### Placed standard cells, run 1

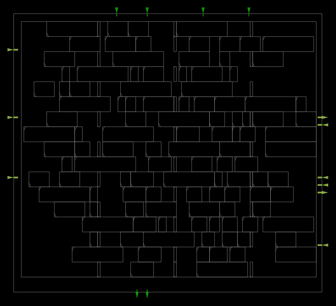
### Cell sizes after repair, run 1

The bar under the picture is 20 um long.
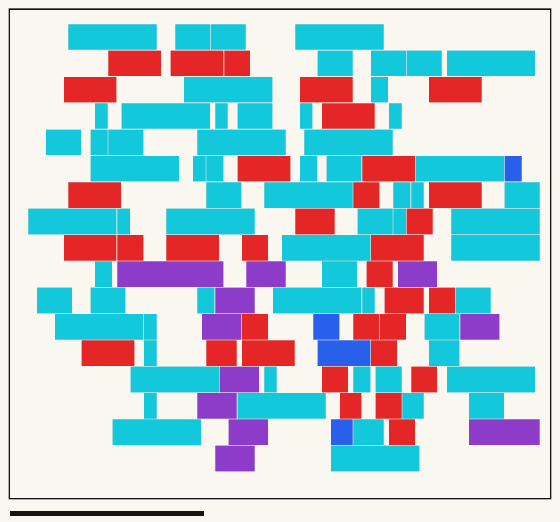
### Wire density map, run 1

The bar under the picture is 20 um long. The die is cut into 11 by 10 equal tiles; dark purple is low, yellow is high, scaled to the fullest tile. Values are wire area over tile area, all layers added.
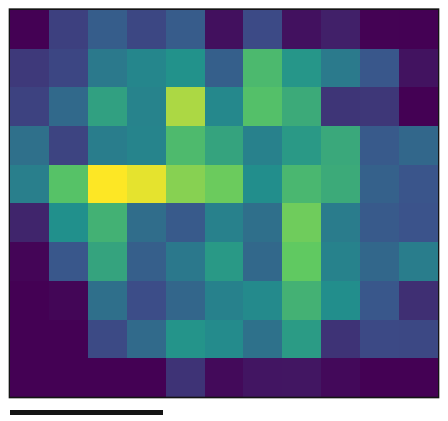
`src/rtl/serial_pattern_feeder.sv`:
```
// rtl/serial_pattern_feeder.sv - parallel-to-serial word feeder with two-entry buffer
// Optional even-parity slot bit: define FEEDER_PARITY_EN.
module serial_pattern_feeder #(
   parameter int WIDTH      = 8,
   parameter bit MSB_FIRST  = 1'b1,
   parameter bit IDLE_LEVEL = 1'b0
) (
   input  logic             clk_i,
   input  logic             reset_i,
   input  logic [WIDTH-1:0] word_i,
   input  logic             word_valid_i,
   output logic             word_ready_o,
   output logic             data_o,
   output logic             data_valid_o,
   output logic             busy_o
);

`ifdef FEEDER_PARITY_EN
   localparam int SLOT = WIDTH + 1;
`else
   localparam int SLOT = WIDTH;
`endif
   localparam int CW = $clog2(SLOT + 1);

   typedef enum logic {ST_IDLE, ST_SHIFT} state_t;

   state_t           state, state_n;
   logic [WIDTH-1:0] shreg, shreg_n;
   logic [WIDTH-1:0] hold, hold_n;
   logic             hold_full, hold_full_n;
   logic [CW-1:0]    cnt, cnt_n;
   logic             data_n, data_valid_n;
   logic             xfer, last, load_pt;
   logic [WIDTH-1:0] load_word;
`ifdef FEEDER_PARITY_EN
   logic             par, par_n;
`endif

   assign word_ready_o = ~hold_full;
   assign busy_o       = (state == ST_SHIFT) | hold_full;
   assign xfer         = word_valid_i & ~hold_full;
   assign last         = (cnt == CW'(SLOT - 1));
   assign load_pt      = (state == ST_IDLE) | ((state == ST_SHIFT) & last);
   // A pending holding-register word always wins over the input port.
   assign load_word    = hold_full ? hold : word_i;

   always_ff @(posedge clk_i or negedge reset_i) begin
      if (!reset_i) begin
         state        <= ST_IDLE;
         shreg        <= '0;
         hold         <= '0;
         hold_full    <= 1'b0;
         cnt          <= '0;
         data_o       <= IDLE_LEVEL;
         data_valid_o <= 1'b0;
`ifdef FEEDER_PARITY_EN
         par          <= 1'b0;
`endif
      end else begin
         state        <= state_n;
         shreg        <= shreg_n;
         hold         <= hold_n;
         hold_full    <= hold_full_n;
         cnt          <= cnt_n;
         data_o       <= data_n;
         data_valid_o <= data_valid_n;
`ifdef FEEDER_PARITY_EN
         par          <= par_n;
`endif
      end
   end

   always_comb begin
      state_n      = state;
      shreg_n      = shreg;
      hold_n       = hold;
      hold_full_n  = hold_full;
      cnt_n        = cnt;
      data_n       = data_o;
      data_valid_n = data_valid_o;
`ifdef FEEDER_PARITY_EN
      par_n        = par;
`endif
      if (load_pt) begin
         if (hold_full || xfer) begin
            // First bit goes straight to the output flop; the shifter keeps the rest.
            state_n      = ST_SHIFT;
            cnt_n        = '0;
            data_valid_n = 1'b1;
            hold_full_n  = 1'b0;
            if (MSB_FIRST) begin
               data_n  = load_word[WIDTH-1];
               shreg_n = load_word << 1;
            end else begin
               data_n  = load_word[0];
               shreg_n = load_word >> 1;
            end
`ifdef FEEDER_PARITY_EN
            par_n = ^load_word;
`endif
         end else begin
            state_n      = ST_IDLE;
            cnt_n        = '0;
            data_n       = IDLE_LEVEL;
            data_valid_n = 1'b0;
         end
      end else begin
         cnt_n = cnt + CW'(1);
`ifdef FEEDER_PARITY_EN
         if (cnt == CW'(WIDTH - 1)) begin
            data_n = par;
         end else if (MSB_FIRST) begin
            data_n  = shreg[WIDTH-1];
            shreg_n = shreg << 1;
         end else begin
            data_n  = shreg[0];
            shreg_n = shreg >> 1;
         end
`else
         if (MSB_FIRST) begin
            data_n  = shreg[WIDTH-1];
            shreg_n = shreg << 1;
         end else begin
            data_n  = shreg[0];
            shreg_n = shreg >> 1;
         end
`endif
         if (xfer) begin
            hold_n      = word_i;
            hold_full_n = 1'b1;
         end
      end
   end

endmodule

```
`config.mk`:
```
export PLATFORM = sky130hd
export DESIGN_NAME = serial_pattern_feeder
export DESIGN_NICKNAME = d
export VERILOG_FILES = /design/src/rtl/serial_pattern_feeder.sv
export SDC_FILE = /design/constraint.sdc
export NUM_CORES = 1
export LEC_CHECK = 0
export CORE_ASPECT_RATIO = 0.9
export CORE_UTILIZATION = 40
export CTS_CLUSTER_SIZE = 8
export DETAILED_ROUTE_END_ITERATION = 16
export PLACE_DENSITY_LB_ADDON = 0.12
export SYNTH_ARGS = -nofsm -noshare
export SYNTH_HDL_FRONTEND = slang
export SYNTH_SLANG_ARGS = --single-unit
```
`constraint.sdc`:
```
create_clock -name clk_i -period 1.4 [get_ports clk_i]
set_clock_uncertainty 0.1 [all_clocks]
set_input_delay 0.35 -clock clk_i [delete_from_list [all_inputs] [get_ports clk_i]]
set_output_delay 0.35 -clock clk_i [all_outputs]
set_load 0.02 [all_outputs]
```
==> results.toml, run 1 <==
# generated from flow reports
[routing]
drc_errors = 0
finalWirelength_mm = 2.07
first_iter_violations = 15
dr.pass1.iters = 4
highest_layer = "met4"
wl_met3_um = 91
wl_met1_um = 953
routed_via_density = 4.99
antenna_left = 0
dr_wl_met2_mm = 1.01

[grt]
grt_pass1_wl_mm = 3.63
grt_pass1_vias = 749
antenna_found_initial = 0
grt_max_degree = 23
overflow = 0

[setup_path]
r2r-end = "hold[2]"
endpoint_kind = "register"
critPathMaxFanout = 8
r2r_slack_ps = -160
arrival_ps = 1670
reg2reg_depth = 4
critPathLaunchType = "register"
regToRegStartpoint = "cnt[0]"
critPathRequiredTime_ps = 1510
path_class = "reg -> reg"

[logic_synthesis]
synth_cells = 82
area_leaders = "dfrtp_1, mux2_4, mux2_2"
ys_ff = 22
ys_area_sq_um = 1040
ff_type = "dfrtp_1"
top_area_share_pct = 52.9
synth-edff-count = 0
synth_top_cell_by_area = "dfrtp_1"
synth_nets = 94
synth_area_sq_um = 1040
ys_warn_count = 0
ys_types = 20
postSynth.asyncResetShare_pct = 100
synth_area_per_cell_sq_um = 12.7
ys_cells = 82
ys_seq_share_pct = 52.9

[timing]
setup_viol = 18
slew_violations = 0
fin_hold_ws_ps = 259
post-route-period-util_pct = 112
hold_viol = 0
tns_ps = -2090
relSlewSlack_pct = 87.4
timing.fmax_mhz = 640
finalCriticalPeriod_ps = 1560
rsz0062_at_grt = "yes"
worstMarginPinSlew_ps = 190
setup_ws_ps = -163

[clocking]
clk_path_buf_depth = 2
cts.htree.levels = 1
clkTransAtPathRegs_ps = 130
cts_tree = "built"
clock_latency_ps = 310
ctsHoldBuffers = 0
clockRootBuffer = "clkbuf_4"
clkSinkCount = 22
numCtsBuffers = 3

[die]
die_area_sq_um = 2810
io_pins = 15
die_y_um = 50.4
initCoreUtil_pct = 42.2
die_w_um = 55.8
core_area_sq_um = 2470

[cells_and_area]
final-comb-area_sq_um = 485
nets = 127
drive_gt1_share_pct = 43.0
layout_top_cells = "dfrtp_1, mux2_4, buf_4, nand2_1, clkdlybuf4s50_1"
instances_no_fill = 142
largest_reg_flops = 8
largest_register = "hold"
lay_top_count = "dfrtp_1"
n_antenna_cell = 0
ff_latch_area_sq_um = 551
top_regs = "hold (8), shreg (7), cnt (4)"

[power_and_ir_drop]
p_clk_w = 0.000491
p_int_w = 0.00200
total_power_w = 0.00282
leakage_nw = 0.699
p_clk_share_pct = 17.4
p_comb_share_pct = 45.4
p_sw_share_pct = 29.1
powerDensity_nw_per_um2 = 1950
p_switching_w = 0.000822
comb_power_w = 0.00128
seq_power_share_pct = 37.2
sequentialPower_w = 0.00105
ir_worst_vdd_mv = 1.15
maxPowerGroup = "combinational logic"

[run_status]
status = "complete, but fails checks"
violations = "setup timing"

[place]
portBuffers = 14
place_ws_ps = -409
place_congestion = 0.687
dpl.hpwl_mm = 1.38
dp_cells = 136
placed_area_sq_um = 1320

[worst_hold_path]
hold_path_class = "in -> async"

[job]
warning_count = 29
cap_violations = 0
-- 'Placed standard cells' (at the start) --
sequential cell count: 22
Filler Cell Count: 212
tap cells: 28
final core utilization: 58.6%
FP Rows: 17

-- 'Cell sizes after repair' (at the start) --
Purple shows x6 and larger, cells 11, share 9.6%. Cyan shows x1 and smaller, cells 65, share 57%. Red shows x3 and x4, cells 34, share 30%. Blue shows x2, cells 4, share 3.5%.
post-route cell area: 1450 sq um
Area Overhead vs Synth: 38.9%
Non-clk bufs: 33

-- 'Wire density map' (at the start) --
The emptiest ninth of the die: lower left. 24% of the tiles are over half the peak. 14% of the tiles are nearly empty. The fullest tile reaches 0.33.
Routed WL per cell: 14.6 um
Vias: 708
GRT Total Usage: 17.3%

[run 1: worst max-delay path: stages, from the launching register on]
cell and delay [ps]:
dfrtp_1 410, ha_2 190, nand3b_1 100, and4_4 340
mux2_4 320
[run 1: cell usage after synthesis (2+ instances only)]
library cell	n
mux2_2	7
mux2_4	8
dfrtp_1	22
buf_4	2
buf_6	2
xor2_1	2
o21ai_0	7
nand2_1	11
nor2_1	4
mux2i_1	7
[run 1: repair_timing]
| item | CTS | global route |
|---|---|---|
| endpoints found under the setup margin | 23 | 22 |
| pin swaps | 3 | 1 |
| gates resized | 37 | 3 |
| hold endpoints to repair | 0 | 0 |
| buffers inserted | 0 | 2 |
[run 1: worst max path at each step]
stage	slack, ps	start	end
after detailed placement	-410	word_valid_i	shreg[2]
after CTS	-170	cnt[1]	hold[3]
after floorplan	-130	cnt[0]	hold[0]
final	-160	cnt[0]	hold[2]
after global routing	-230	cnt[1]	hold[1]
after global placement	-360	word_valid_i	shreg[2]
[run 1: final cells by class]
| cell class | count | area share [%] |
|---|---|---|
| multi-input combinational | 54 | 33.6 |
| tap | 28 | 2.42 |
| sequential | 22 | 38.1 |
| inverter | 1 | 0.433 |
| timing repair buffer | 33 | 21.9 |
| clock inverter | 1 | 2.08 |
| clock buffer | 3 | 1.56 |
[run 1: kinds of logic after synthesis]
group	share of synthesized area [%]
multiplexers	25.8
flip-flops	52.9
AND/OR/NAND/NOR	9.62
AND-OR/OR-AND	4.33
buffers and inverters	4.45
XOR/XNOR	1.68
adder cells (fa/ha/maj)	1.20
[run 1: metal layers]
| metal | track usage [%] | vias to the layer above |
|---|---|---|
| met3 | 6.19 | 2 |
| met2 | 29.1 | 14 |
| li1 | - | 341 |
| met5 | 0 | - |
| met4 | 5.00 | 0 |
| met1 | 21.1 | 351 |
### Sequential cells coloured by netlist name, run 1

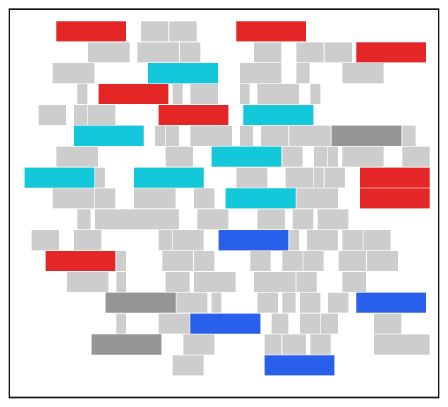

## Run 2: what changed since run 1
Settings changed: PLACE_DENSITY_LB_ADDON 0.12 to 0.25.
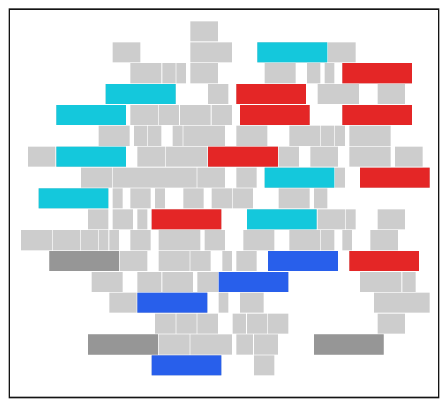
*Sequential cells coloured by netlist name, run 2*
Red shows hold, placed flops 8. Blue shows cnt, placed flops 4, where bottom centre. Cyan shows shreg, placed flops 7.
Seq area share: 38.7%
sequential power: 0.00105 W
FF/Latch Area: 551 sq um
final core utilization: 57.6%

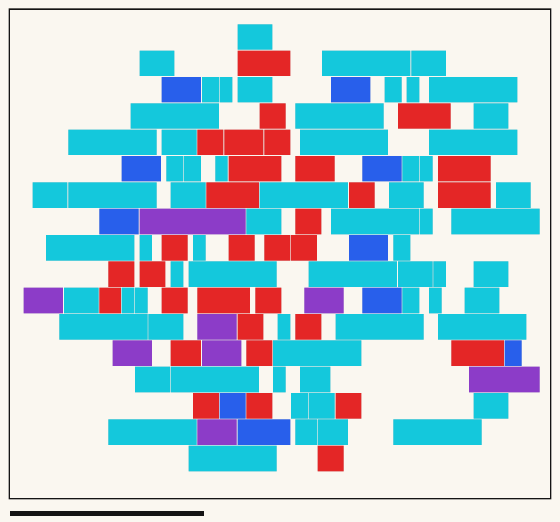
*Cell sizes after repair, run 2*
The bar under the picture is 20 um long.
Cyan shows x1 and smaller, cells 66, share 57%. Purple shows x6 and larger, cells 8, share 6.9%. Blue shows x2, cells 10, share 8.6%. Red shows x3 and x4, cells 32, share 28%.
post-route cell area: 1420 sq um
fin worst setup slack: -203 ps
Non-clk bufs: 35

==> run 2 against run 1 <==
Effect of this change:
- the flow still finishes with violations (setup timing)
- combinational power fell by 9%
- synthesized cell count did not move
- non-clock buffer count up 2
- final cell count up 1.4%
- die area stayed put
- synthesized area unchanged
- worst setup slack worse by 40 ps
- critical path type unchanged
- critical endpoint is now shreg[3]
- largest cell class unchanged
==> results.toml, run 2 <==
# generated from flow reports
[logic_synthesis]
common_cells = "dfrtp_1, nand2_1, mux2_4"
synth_area_per_cell_sq_um = 12.7
synth_cells = 82
ys_warn_count = 0
ys_types = 20
synth_top_cell_by_area = "dfrtp_1"
synth_nets = 94
ys_cells = 82
ys_area_sq_um = 1040
most_common_cell = "dfrtp_1"
top_area_share_pct = 52.9
ys_seq_share_pct = 52.9
ff_type = "dfrtp_1"
area_leaders = "dfrtp_1, mux2_4, mux2_2"

[setup_path]
endpoint_kind = "register"
max_stage_delay_ps = 400
critPathBufInv = 2
r2r-end = "shreg[3]"
worstPathCellList = "ha_2 > nand3b_1 > buf_4 > nand2_4 > buf_4 > mux2_2"
cp.depth = 6
critPathMaxFanout = 4
endpoint = "shreg[3]"
arrival_ps = 1710
crit_family = "flip-flops"
r2r_slack_ps = -200
critPathLaunchType = "register"
path_class = "reg -> reg"
reg2reg_depth = 6

[grt]
grt_usage_pct = 17.0
grtUsageMet3_pct = 5.67
antenna_found_initial = 0
grtUsageMet2_pct = 29.5
use_met1_pct = 20.1

[clocking]
numCtsBuffers = 3
post_cts_resized = 24
clkSinkCount = 22
cts.htree.levels = 1
clkTransAtPathRegs_ps = 130
clock_latency_ps = 310
clk_path_buf_depth = 2
cts_tree = "built"

[worst_hold_path]
hold_path_class = "in -> async"

[power_and_ir_drop]
p_sw_share_pct = 28.8
seq_power_share_pct = 38.8
powerDensity_nw_per_um2 = 1910

[cells_and_area]
drive_gt1_share_pct = 43.1
n_fill_cell = 218
largest_register = "hold"

[routing]
first_iter_violations = 19
wl_per_cell_um = 13.9
vias = 691
drc_errors = 0
finalWirelength_mm = 2.01
dr.pass1.iters = 4
dr_wl_met2_mm = 1.01
antenna_left = 0
routed_via_density = 4.80

[die]
die_y_um = 50.4
die_area_sq_um = 2810
initCoreUtil_pct = 42.2
rows = 17
io_pins = 15

[timing]
worstMarginPinSlew_ps = 149
finalCriticalPeriod_ps = 1600
tns_ps = -3360
setup_viol = 22
relSlewSlack_pct = 89.8
setup_ws_ps = -203
slew_violations = 0
hold_viol = 0

[run_status]
violations = "setup timing"
status = "complete, but fails checks"

[place]
place_congestion = 0.739
place_ws_ps = -379
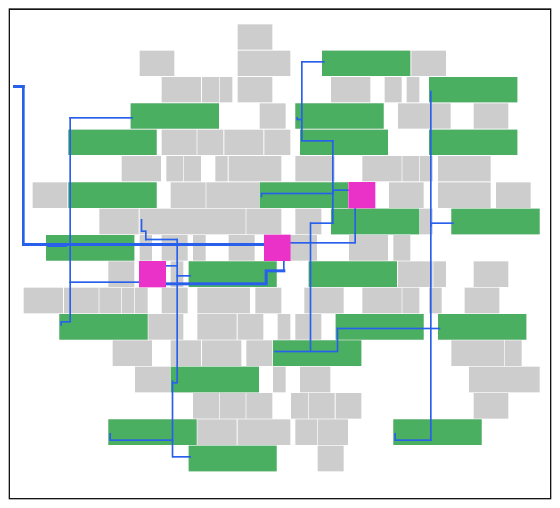
*Clock distribution, run 2*
Green shows flip-flops, count 22. Magenta shows clock-net drivers, count 3. Blue shows clock wires, length 268 um.
Position of the flops: spread over the die. There are 4 routed clock nets.

==> run 2: cell counts after synthesis <==
Identical to the previous run, type by type.
==> run 2: per-stage QoR <==
step	hold slack (ps)	utilization (%)	power [W]
after floorplan	-45.6	-	0.00179
after global placement	391	52.4	0.00209
after detailed placement	396	52.4	0.00213
after CTS	262	55.7	0.00271
after global routing	260	57.6	0.00293
final	264	57.6	0.00271
==> run 2: final cells by class <==
| type | count | share of cell area (%) |
|---|---|---|
| Clock buffer | 3 | 1.58 |
| Clock inverter | 1 | 2.11 |
| Inverter | 1 | 0.440 |
| Multi-Input combinational cell | 54 | 32.1 |
| Sequential cell | 22 | 38.7 |
| Tap cell | 28 | 2.46 |
| Timing Repair Buffer | 35 | 22.5 |
==> run 2: power groups by stage <==
stage               Combinational [W]  Sequential [W]  Clock (W)
floorplan                    0.000750         0.00104          0
global placement              0.00104         0.00105          0
finish                        0.00117         0.00105   0.000485
global route                  0.00132         0.00109   0.000521
CTS                           0.00116         0.00105   0.000500
detailed placement            0.00108         0.00105          0
==> run 2: cell families (layout without fill, tap and decap cells) <==
family | Yosys count | in the layout | synth area share [%]
flops | 22 | 22 | 52.9
buf+inv | 6 | 40 | 4.45
xor+xnor | 2 | 2 | 1.68
mux | 22 | 22 | 25.8
compound gates | 8 | 8 | 4.33
simple gates | 21 | 21 | 9.62
fa+ha+maj | 1 | 1 | 1.20
==> run 2: worst min path at each step <==
| stage | to | cells past startpoint | slack (ps) |
|---|---|---|---|
| floorplan | cnt[0] | 0 | -50 |
| global placement | shreg[4] | 1 | 390 |
| detailed placement | shreg[2] | 1 | 400 |
| CTS | data_o | 2 | 260 |
| global route | data_o | 2 | 260 |
| finish | data_o | 2 | 260 |
### Placed standard cells, run 2

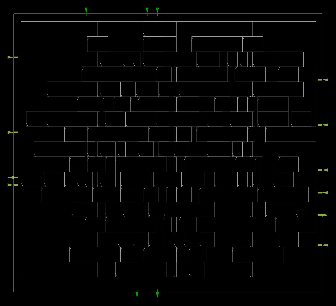

## Run 3: what changed since run 2
Settings changed: GPL_ROUTABILITY_DRIVEN set to 0, SLEW_MARGIN set to 25, TNS_END_PERCENT set to 20.
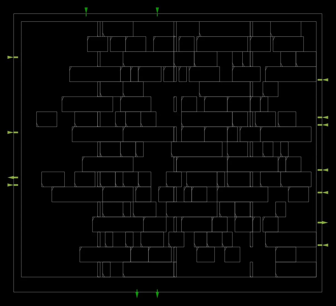
*Placed standard cells, run 3*
final core utilization: 56.9%
Filler Cell Count: 211

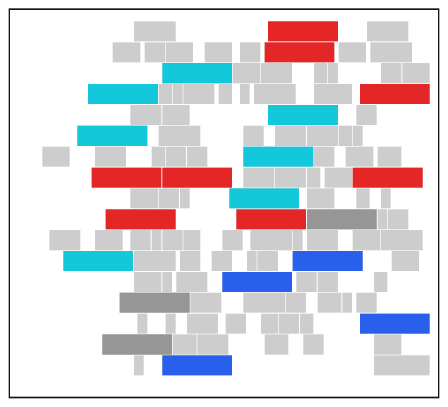
*Sequential cells coloured by netlist name, run 3*
Red shows hold, placed flops 8. Cyan shows shreg, placed flops 7. Blue shows cnt, placed flops 4.
Seq area share: 39.2%

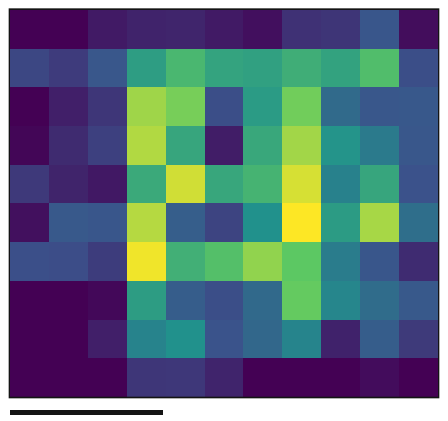
*Wire density map, run 3*
The bar under the picture is 20 um long. The die is cut into 11 by 10 equal tiles; dark purple is low, yellow is high, scaled to the fullest tile. Values are wire area over tile area, all layers added.
The fullest tile reaches 0.33. The emptiest ninth of the die: lower left. The densest ninth of the die: centre. 30% of the tiles are over half the peak. The mean over all tiles is 0.11. 14% of the tiles are nearly empty.
Routed WL per cell: 13.9 um
GRT Total Usage: 16.9%
Vias: 724
routed wire length: 2.02 mm

==> run 3 against run 2 <==
Effect of this change:
- the run still ends with setup timing left
- register-to-register slack is essentially flat
- via count grew 4.8%
- non-clock buffer count grew 1
- cell area shrank 1.2%
- flip-flop count is the same
- core utilization shrank 0.71 points
- largest power group unchanged
- count of clock-buffer cells in the layout grew 1
- sequential share of layout area grew 0.48 points
==> results.toml, run 3 <==
# generated from flow reports
[run_status]
status = "complete, but fails checks"
violations = "setup timing"

[place]
placed_area_sq_um = 1350
dpl.hpwl_mm = 1.45
portBuffers = 14

[timing]
fin_hold_ws_ps = 272
hold_viol = 0
slew_violations = 0
setup_viol = 22
relSlewSlack_pct = 86.7
worstMarginPinSlew_ps = 199
timing.fmax_mhz = 623
setup_ws_ps = -206
tns_ps = -3110
rsz0062_at_grt = "yes"
finalCriticalPeriod_ps = 1610
post-route-period-util_pct = 115

[die]
die_w_um = 55.8
initCoreUtil_pct = 42.2
die_y_um = 50.4
die_area_sq_um = 2810
core_area_sq_um = 2470
rows = 17
io_pins = 15

[setup_path]
arrival_ps = 1710
endpoint_kind = "register"
regToRegStartpoint = "cnt[0]"
r2r-end = "hold[2]"
r2r_slack_ps = -210
max_stage_delay_ps = 410
crit_family = "simple AND/OR/NAND/NOR gates"
critPathLaunchType = "register"
critPathMaxFanout = 8
cpMaxStageDelayCell = "dfrtp_1"
path_class = "reg -> reg"
worstPathCellList = "ha_2 > nand3b_1 > and4_4 > mux2_4"

[grt]
grt_pass1_vias = 757
antenna_found_initial = 0
overflow = 0
grt_max_degree = 23

[logic_synthesis]
ys_sh_mux_pct = 25.8
synth-edff-count = 0
ys_types = 20
postSynth.asyncResetShare_pct = 100
xor_share_pct = 1.68
synth_nets = 94
area_leaders = "dfrtp_1, mux2_4, mux2_2"
ys_seq_share_pct = 52.9
top_logic_kind = "multiplexers"
adder_share_pct = 1.20
synth_top_cell_by_area = "dfrtp_1"
synth_area_sq_um = 1040
most_common_cell = "dfrtp_1"
yosys.area_share.aoi_pct = 4.33
ys_area_sq_um = 1040
synth_area_per_cell_sq_um = 12.7
ys_ff = 22
ys_cells = 82
ys_warn_count = 0

[cells_and_area]
nets = 130
drive_gt1_share_pct = 42.7
largest_reg_flops = 8
n_antenna_cell = 0
lay_top_count = "dfrtp_1"
largest_register = "hold"
layout_top_cells = "dfrtp_1, buf_4, nand2_1, clkdlybuf4s50_1, mux2_4"
top_regs = "hold (8), shreg (7), cnt (4)"

[clocking]
clkSinkCount = 22
numCtsBuffers = 3
clockRootBuffer = "clkbuf_4"
clk_path_buf_depth = 2
clock_latency_ps = 300
cts.htree.levels = 1
cts_tree = "built"
clkTransAtPathRegs_ps = 120

[routing]
first_iter_violations = 28
antenna_left = 0
routed_via_density = 4.99
drc_errors = 0

[power_and_ir_drop]
p_switching_w = 0.000775
powerDensity_nw_per_um2 = 1800
p_int_w = 0.00176
p_sw_share_pct = 30.6
ir_worst_vdd_mv = 0.930
p_clk_share_pct = 13.9
total_power_w = 0.00253
seq_power_share_pct = 41.3
leakage_nw = 0.691

[job]
cap_violations = 0

[worst_hold_path]
hold_path_class = "in -> async"
-- run 3: cell type report --
class / instances / area (sq um) / area share (%)
inverter: 1 / 6.26 / 0.446
sequential: 22 / 551 / 39.2
clock buffer: 4 / 36.3 / 2.58
timing repair buffer: 36 / 327 / 23.3
multi-input combinational: 54 / 449 / 32.0
tap: 28 / 35.0 / 2.50
-- run 3: worst register-to-register path, cell delays in order, from the launching register on --
cell and delay, ps:
dfrtp_1 410, ha_2 190, nand3b_1 120, and4_4 360
mux2_4 330
-- run 3: power by group through the flow --
stage	Sequential, W	Clock (W)	Combinational (W)
floorplan	0.00104	0	0.000740
global placement	0.00104	0	0.00108
detailed placement	0.00105	0	0.00111
CTS	0.00105	0.000368	0.00112
global route	0.00108	0.000394	0.00126
finish	0.00105	0.000353	0.00113
-- run 3: worst max-delay path by stage --
stage               cells past startpoint       end          from  slack [ps]
finish                                  4   hold[2]        cnt[0]        -210
global route                            4   hold[7]        cnt[0]        -270
CTS                                     4   hold[2]        cnt[1]        -240
floorplan                               5   hold[0]        cnt[0]        -130
global placement                        5  shreg[3]  word_valid_i        -440
detailed placement                      5  shreg[5]  word_valid_i        -480
-- run 3: cell families (layout without fill, tap and decap cells) --
kind of cell | Yosys count | after routing
muxes | 22 | 22
DFF | 22 | 22
and+or+nand+nor | 21 | 21
AOI/OAI and AO/OA | 8 | 8
buffers and inverters | 6 | 41
xor gates and xnor gates | 2 | 2
adders and majority gates | 1 | 1
-- run 3: timing repair --
action / CTS / global route
hold buffers: 0 / 0
setup buffers: 0 / 1
endpoints found under the setup margin: 20 / 21
pin swaps: 2 / 2
gates resized: 25 / 3
-- run 3: routing by layer --
metal / track usage (%) / share of wire (%)
met1: 22.5 / 48
met2: 26.5 / 46
met3: 6.19 / 5.3
met4: 3.75 / 0.35
met5: 0 / 0
No activity file was given, so power comes from the tool's default toggle rates.
